==> config.mk <==
export PLATFORM = sky130hd
export DESIGN_NAME = presence_counter_flat
export DESIGN_NICKNAME = d
export VERILOG_FILES = /design/src/rtl/presence_counter_if.sv /design/src/rtl/presence_counter.sv /design/src/flat_wrapper.sv
export SDC_FILE = /design/constraint.sdc
export NUM_CORES = 1
export LEC_CHECK = 0
export ABC_AREA = 1
export CORE_MARGIN = 2
export CORE_UTILIZATION = 55
export CTS_CLUSTER_DIAMETER = 100
export CTS_CLUSTER_SIZE = 40
export DETAILED_ROUTE_END_ITERATION = 12
export GPL_TIMING_DRIVEN = 0
export PLACE_DENSITY_LB_ADDON = 0.3
export SYNTH_ARGS = -nofsm -noshare
export SYNTH_HDL_FRONTEND = slang
export SYNTH_SLANG_ARGS = --single-unit
==> constraint.sdc <==
create_clock -name clk -period 2.7 [get_ports clk]
set_input_delay 0.54 -clock clk [delete_from_list [all_inputs] [get_ports clk]]
set_output_delay 0.54 -clock clk [all_outputs]
set_load 0.05 [all_outputs]
==> src/rtl/presence_counter_if.sv <==
// rtl/presence_counter_if.sv - sensor/clear inputs and BCD/blanking outputs of presence_counter
interface presence_counter_if;
    logic       sensor_in;
    logic       clr;
    logic [3:0] dig3;
    logic [3:0] dig2;
    logic [3:0] dig1;
    logic [3:0] dig0;
    logic       M;
    logic       det_pulse;

    modport master (
        output sensor_in, clr,
        input  dig3, dig2, dig1, dig0, M, det_pulse
    );

    modport slave (
        input  sensor_in, clr,
        output dig3, dig2, dig1, dig0, M, det_pulse
    );
endinterface

==> src/rtl/presence_counter.sv <==
// rtl/presence_counter.sv - PIR sync/debounce, 4-digit BCD detection count, display blanking FSM
// Optional COUNT_SATURATE_EN: count holds at 9999 instead of wrapping to 0000.
module presence_counter #(
    parameter int CLK_HZ       = 50_000_000,
    parameter int DEBOUNCE_CYC = 500_000,
    parameter int TIMEOUT_S    = 30
) (
    input  logic                clk,
    input  logic                reset,
    presence_counter_if.slave   bus
);
    localparam int PW = $clog2(CLK_HZ + 1);
    localparam int DW = $clog2(DEBOUNCE_CYC + 1);
    localparam logic [PW-1:0] PRESC_MAX = PW'(CLK_HZ - 1);
    localparam logic [DW-1:0] DB_MAX    = DW'(DEBOUNCE_CYC - 1);
    localparam logic [7:0]    TMO_LOAD  = 8'(TIMEOUT_S);

    typedef enum logic {SLEEP, ACTIVE} state_t;

    logic          r_sync1;
    logic          r_s_sync;
    logic [DW-1:0] r_db_cnt;
    logic          r_db_level;
    logic          r_db_prev;
    logic          r_det_pulse;
    logic [15:0]   r_bcd;
    logic [PW-1:0] r_presc;
    logic [7:0]    r_timeout;
    state_t        r_state;
    logic          r_m;

    logic [15:0]   w_bcd_inc;
    logic          w_at_max;
    logic          w_tick;

    assign w_tick = (r_presc == PRESC_MAX);

    // Ripple-carry BCD increment: each digit wraps 9->0 and passes the carry upward.
    always_comb begin
        logic v_carry;
        w_bcd_inc = r_bcd;
        v_carry   = 1'b1;
        for (int i = 0; i < 4; i++) begin
            if (v_carry) begin
                if (r_bcd[i*4 +: 4] == 4'd9) begin
                    w_bcd_inc[i*4 +: 4] = 4'd0;
                end else begin
                    w_bcd_inc[i*4 +: 4] = r_bcd[i*4 +: 4] + 4'd1;
                    v_carry = 1'b0;
                end
            end
        end
    end

`ifdef COUNT_SATURATE_EN
    assign w_at_max = (r_bcd == 16'h9999);
`else
    assign w_at_max = 1'b0;
`endif

    always_ff @(posedge clk or negedge reset) begin
        if (!reset) begin
            r_sync1     <= 1'b0;
            r_s_sync    <= 1'b0;
            r_db_cnt    <= '0;
            r_db_level  <= 1'b0;
            r_db_prev   <= 1'b0;
            r_det_pulse <= 1'b0;
            r_bcd       <= '0;
            r_presc     <= '0;
            r_timeout   <= '0;
            r_state     <= SLEEP;
            r_m         <= 1'b0;
        end else begin
            r_sync1  <= bus.sensor_in;
            r_s_sync <= r_sync1;

            // Level must disagree for DEBOUNCE_CYC consecutive samples before it is accepted.
            if (r_s_sync == r_db_level) begin
                r_db_cnt <= '0;
            end else if (r_db_cnt == DB_MAX) begin
                r_db_cnt   <= '0;
                r_db_level <= ~r_db_level;
            end else begin
                r_db_cnt <= r_db_cnt + 1'b1;
            end

            r_db_prev   <= r_db_level;
            r_det_pulse <= r_db_level & ~r_db_prev;

            if (bus.clr) begin
                r_bcd <= '0;
            end else if (r_det_pulse && !w_at_max) begin
                r_bcd <= w_bcd_inc;
            end

            r_presc <= w_tick ? '0 : r_presc + 1'b1;

            if (r_db_level) begin
                r_timeout <= TMO_LOAD;
            end else if (w_tick && r_timeout != 8'd0) begin
                r_timeout <= r_timeout - 8'd1;
            end

            case (r_state)
                SLEEP: begin
                    if (r_det_pulse) begin
                        r_state <= ACTIVE;
                        r_m     <= 1'b1;
                    end
                end
                ACTIVE: begin
                    if (r_timeout == 8'd0 && !r_db_level) begin
                        r_state <= SLEEP;
                        r_m     <= 1'b0;
                    end
                end
                default: begin
                    r_state <= SLEEP;
                    r_m     <= 1'b0;
                end
            endcase
        end
    end

    assign bus.dig3      = r_bcd[15:12];
    assign bus.dig2      = r_bcd[11:8];
    assign bus.dig1      = r_bcd[7:4];
    assign bus.dig0      = r_bcd[3:0];
    assign bus.M         = r_m;
    assign bus.det_pulse = r_det_pulse;
endmodule
==> src/flat_wrapper.sv <==
// flat-port wrapper written by rule: the top's interface ports become plain ports
module presence_counter_flat 
#(
    parameter int CLK_HZ       = 50_000_000,
    parameter int DEBOUNCE_CYC = 500_000,
    parameter int TIMEOUT_S    = 30
)
  (clk, reset, bus_sensor_in, bus_clr, bus_dig3, bus_dig2, bus_dig1, bus_dig0, bus_M, bus_det_pulse);
  presence_counter_if bus_i ();
  input  logic clk;
  input  logic reset;
  input wire logic [$bits(bus_i.sensor_in)-1:0] bus_sensor_in;
  input wire logic [$bits(bus_i.clr)-1:0] bus_clr;
  output wire logic [$bits(bus_i.dig3)-1:0] bus_dig3;
  output wire logic [$bits(bus_i.dig2)-1:0] bus_dig2;
  output wire logic [$bits(bus_i.dig1)-1:0] bus_dig1;
  output wire logic [$bits(bus_i.dig0)-1:0] bus_dig0;
  output wire logic [$bits(bus_i.M)-1:0] bus_M;
  output wire logic [$bits(bus_i.det_pulse)-1:0] bus_det_pulse;
  assign bus_i.sensor_in = bus_sensor_in;
  assign bus_i.clr = bus_clr;
  assign bus_dig3 = bus_i.dig3;
  assign bus_dig2 = bus_i.dig2;
  assign bus_dig1 = bus_i.dig1;
  assign bus_dig0 = bus_i.dig0;
  assign bus_M = bus_i.M;
  assign bus_det_pulse = bus_i.det_pulse;
  presence_counter #(.CLK_HZ(CLK_HZ), .DEBOUNCE_CYC(DEBOUNCE_CYC), .TIMEOUT_S(TIMEOUT_S)) u_core (.clk(clk), .reset(reset), .bus(bus_i));
endmodule
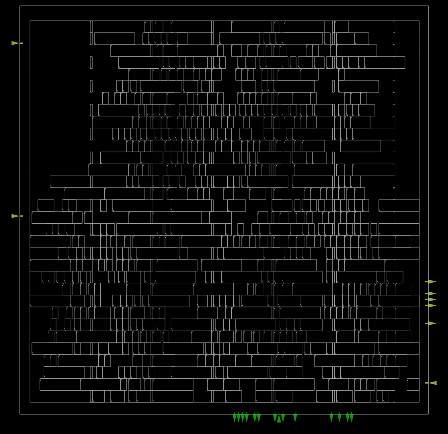
Fig. 1. Cell placement (run 1).
Layout Cells excl Fill: 729
Seq area share: 38.4%

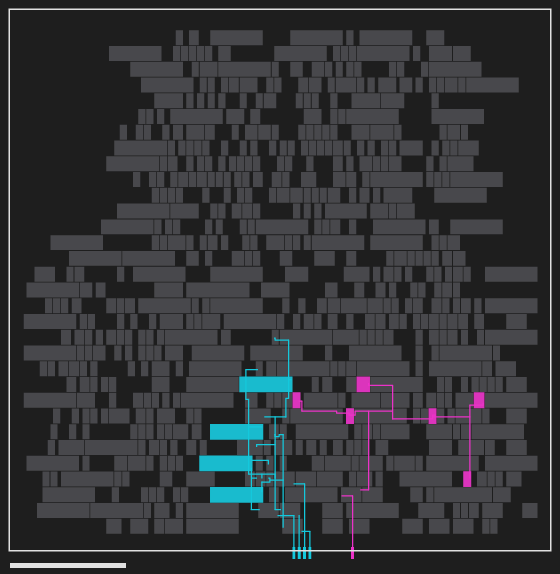
Fig. 2. I/O nets highlighted (run 1).
Scale bar: 20 microns.
legend:
  magenta:
    port: bus_clr
    bits: 1
    direction: input
    edge: south
    end_cells: 6
    buffers: 1
    wire: 84.9 microns
  cyan:
    port: bus_dig0
    bits: 4
    direction: output
    edge: south
    end_cells: 4
    buffers: 4
    wire: 138 microns
I/O pin count: 22
count of input and output buffers: 21

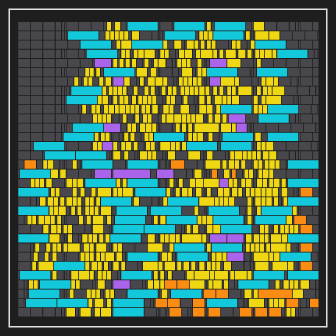
Fig. 3. Placement by cell class (run 1).
Fill, decap, tap and diode cells in gray.
legend:
  orange:
    class: remaining buffers and delay cells
    cells: 25
  purple:
    class: clock drivers and dummy loads
    cells: 16
  yellow:
    class: remaining logic cells
    cells: 510
  cyan:
    class: registers
    cells: 76
row cnt: 32
Design Area, Final: 0.00495 sq mm
post-layout util: 64.0%

==> metrics.cfg, run 1 <==
[status]
status=completed

[yosys]
postSynthSeqShare_pct=43.5
synth-main-ff-cell=dfrtp_1
ys.flops=76
synth.distinct_cells=34
synth-edff-count=0

[grt]
gr-usage-all-layers_pct=22.5
grt_max_degree=49

[setup_path]
cp_cell_sequence=clkdlybuf4s50_1
crit_buf_inv=1
critPathRequiredTime_ns=2.16
max_stage_delay_ns=0.84

[cts]
post-cts-setup-buffer-count=0
path_clk_slew_ns=0.09
clock-root-buffer=clkbuf_8

[final_timing]
setup_viol=0
worstMarginPinSlew_ns=0.507
tns_ns=0
finalHoldViolCount=0

[finish]
combGateArea_sq_mm=0.00213
seq_area_sq_mm=0.00190
drive_above_1_share_pct=9.25

[placed_design]
dpl.cell_count=713

[die]
die-area_sq_mm=0.00868

[power_and_ir_drop]
p_comb_share_pct=15.9
power.density_mw_per_mm2=516
pwr-share-seq_pct=48.5

[detailed_routing]
viasPerCell=5.04
wirelength_mm=8.66

==> run 1: per-layer routing <==
layer	global-route usage [%]	routed length, microns	vias up
met5	0	0	-
met4	10.2	151	0
met3	4.59	313	12
met2	36.0	4050	69
li1	-	-	1909
met1	29.5	4150	1683
==> run 1: worst paths after layout <==
kind,start,end,slack [ns],cells after the start
max in group asynchronous,reset,u_core.r_presc[17],2.05,2
worst min-delay path,reset,u_core.r_bcd[11],0.09,1
worst max-delay path,u_core.r_bcd[8],bus_dig2[0],0.51,1
worst max register to register,u_core.r_bcd[1],u_core.r_bcd[14],1.04,9
min in group clk,u_core.r_sync1,u_core.r_s_sync,0.35,0
worst min register to register,u_core.r_sync1,u_core.r_s_sync,0.35,0
==> run 1: cell families (layout without fill, tap and decap cells) <==
group	count (synthesis)	after routing	synth area share (%)
simple gates	360	360	36.8
buf+inv	88	126	7.78
flops	76	76	43.5
compound gates	31	31	4.03
xor+xnor	21	21	4.20
fa+ha+maj	12	12	3.43
mux	1	1	0.229
==> run 1: stage by stage <==
stage / total power [mW] / util [%] / instance area [sq um] / setup slack [ns]
3_3_place_gp: 1.65 / 61.0 / 4710 / -1.54
6_report: 2.55 / 64.0 / 4950 / 0.506
2_1_floorplan: 1.51 / - / 4370 / 0.906
4_1_cts: 2.58 / 64.0 / 4950 / 0.490
3_5_place_dp: 1.67 / 61.3 / 4740 / 0.604
5_1_grt: 2.68 / 64.0 / 4950 / 0.437
==> run 1: final cells by class <==
class | instances | share of cell area [%]
inverters | 85 | 6.47
repair buffers | 22 | 4.75
clock buffers | 10 | 2.78
multi-input cells | 425 | 43.1
plain buffers | 3 | 0.405
clock inverters | 6 | 1.47
flip-flops and latches | 76 | 38.4
well taps | 102 | 2.58
==> run 2, diff against run 1 <==
Clock period 2.7 ns to 1.85 ns, I/O delays scaled along.
==> run 2 against run 1 <==
Net effect: cell count up 0.14%; cell area down 0.25%; synthesized cell count unchanged; combinational power up 36%; count of clock-buffer cells in the layout unchanged; die size unchanged; critical path depth unchanged; utilization down 0.16 points; power up 44%; clock power up 46%; sequential cell count unchanged.
==> metrics.cfg, run 2 <==
[cts]
clock-root-buffer=clkbuf_8
path_clk_slew_ns=0.08  ; about the same

[detailed_routing]
viasPerCell=5.03  ; -0.19%
wirelength_mm=8.72  ; +0.68%

[die]
row_count=32  ; unchanged

[grt]
grt_max_degree=49  ; unchanged
gr-usage-all-layers_pct=22.6  ; +0.087 points

[min_path]
min_from=u_core.r_sync1
holdPathStages=0

[power_and_ir_drop]
power.density_mw_per_mm2=747  ; +45%

[yosys]
synth-edff-count=0  ; unchanged
synth.distinct_cells=34  ; unchanged
synth-main-ff-cell=dfrtp_1
ys.flops=76  ; unchanged

[final_timing]
tns_ns=0  ; unchanged
worstMarginPinSlew_ns=0.499  ; -0.00794 ns
finalHoldViolCount=0  ; unchanged
setup_ws_ns=0.115  ; -0.391 ns

[setup_path]
r2r_end=u_core.r_bcd[14]
reg2reg_slack_ns=0.19  ; -0.85 ns
crit_buf_inv=1  ; unchanged
critPathRequiredTime_ns=1.48  ; -0.68 ns
max_stage_delay_ns=0.56  ; -0.28 ns
ff2ff_path_depth=9  ; unchanged

[finish]
design_area_sq_mm=0.00493  ; -0.25%
drive_above_1_share_pct=9.24  ; -0.015 points

[placed_design]
dp_slack_ns=-0.0762  ; -0.680 ns
place_area_sq_mm=0.00474  ; unchanged
dpl.cell_count=713  ; unchanged

[status]
status=completed

## run 2: power breakdown
part	total (mW)	internal (mW)	switching (mW)	leakage, nW
registers	1.81	1.73	0.0793	1.03
clock network	1.33	0.671	0.654	0.103
logic	0.552	0.152	0.400	1.30
total	3.68	2.55	1.13	2.44
## run 2: cell type report
type	count	area, sq um	area share (%)
buffer	3	20.0	0.406
multi-input combinational	425	2130	43.2
clock buffer	10	138	2.79
clock inverter	6	72.6	1.47
sequential	76	1900	38.5
tap	102	128	2.59
timing repair buffer	23	223	4.51
inverter	85	320	6.49
## run 2: cell families after synthesis
| family | count (synthesis) | share of synthesized area [%] |
|---|---|---|
| multiplexers | 1 | 0.229 |
| XOR/XNOR | 21 | 4.20 |
| buffers and inverters | 88 | 7.78 |
| AND-OR/OR-AND | 31 | 4.03 |
| adder cells (fa/ha/maj) | 12 | 3.43 |
| flip-flops | 76 | 43.5 |
| AND/OR/NAND/NOR | 360 | 36.8 |
## run 2: repair_timing
action / 4_1_cts / 5_1_grt
endpoints found under the setup margin: 18 / 0
hold buffers: 1 / 0
gates resized: 18 / 0
buffers inserted: 0 / 0
endpoints found under the hold margin: 28 / 0
## run 2: metal layers
metal,part of all wire [%],up-vias,track usage (%)
met5,0,-,0
met3,3.0,12,4.59
met2,46,55,35.7
li1,-,1907,-
met1,49,1697,30.1
met4,1.7,0,10.2
## run 2: worst max path at each step
stage	startpoint	depth (start not counted)	end
2_1_floorplan	u_core.r_bcd[5]	9	u_core.r_bcd[14]
3_3_place_gp	reset	1	u_core.r_presc[17]
3_5_place_dp	bus_clr	8	u_core.r_bcd[14]
4_1_cts	u_core.r_bcd[12]	1	bus_dig3[0]
5_1_grt	u_core.r_bcd[1]	9	u_core.r_bcd[15]
6_report	u_core.r_bcd[12]	1	bus_dig3[0]
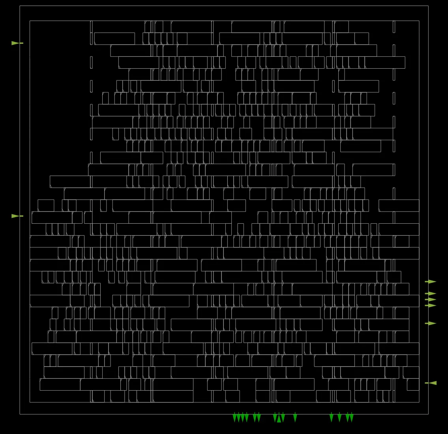
Fig. 4. Cell placement (run 2).
core area: 0.00773 sq mm
Layout Cells excl Fill: 730

Power and IR drop assume default switching activity.
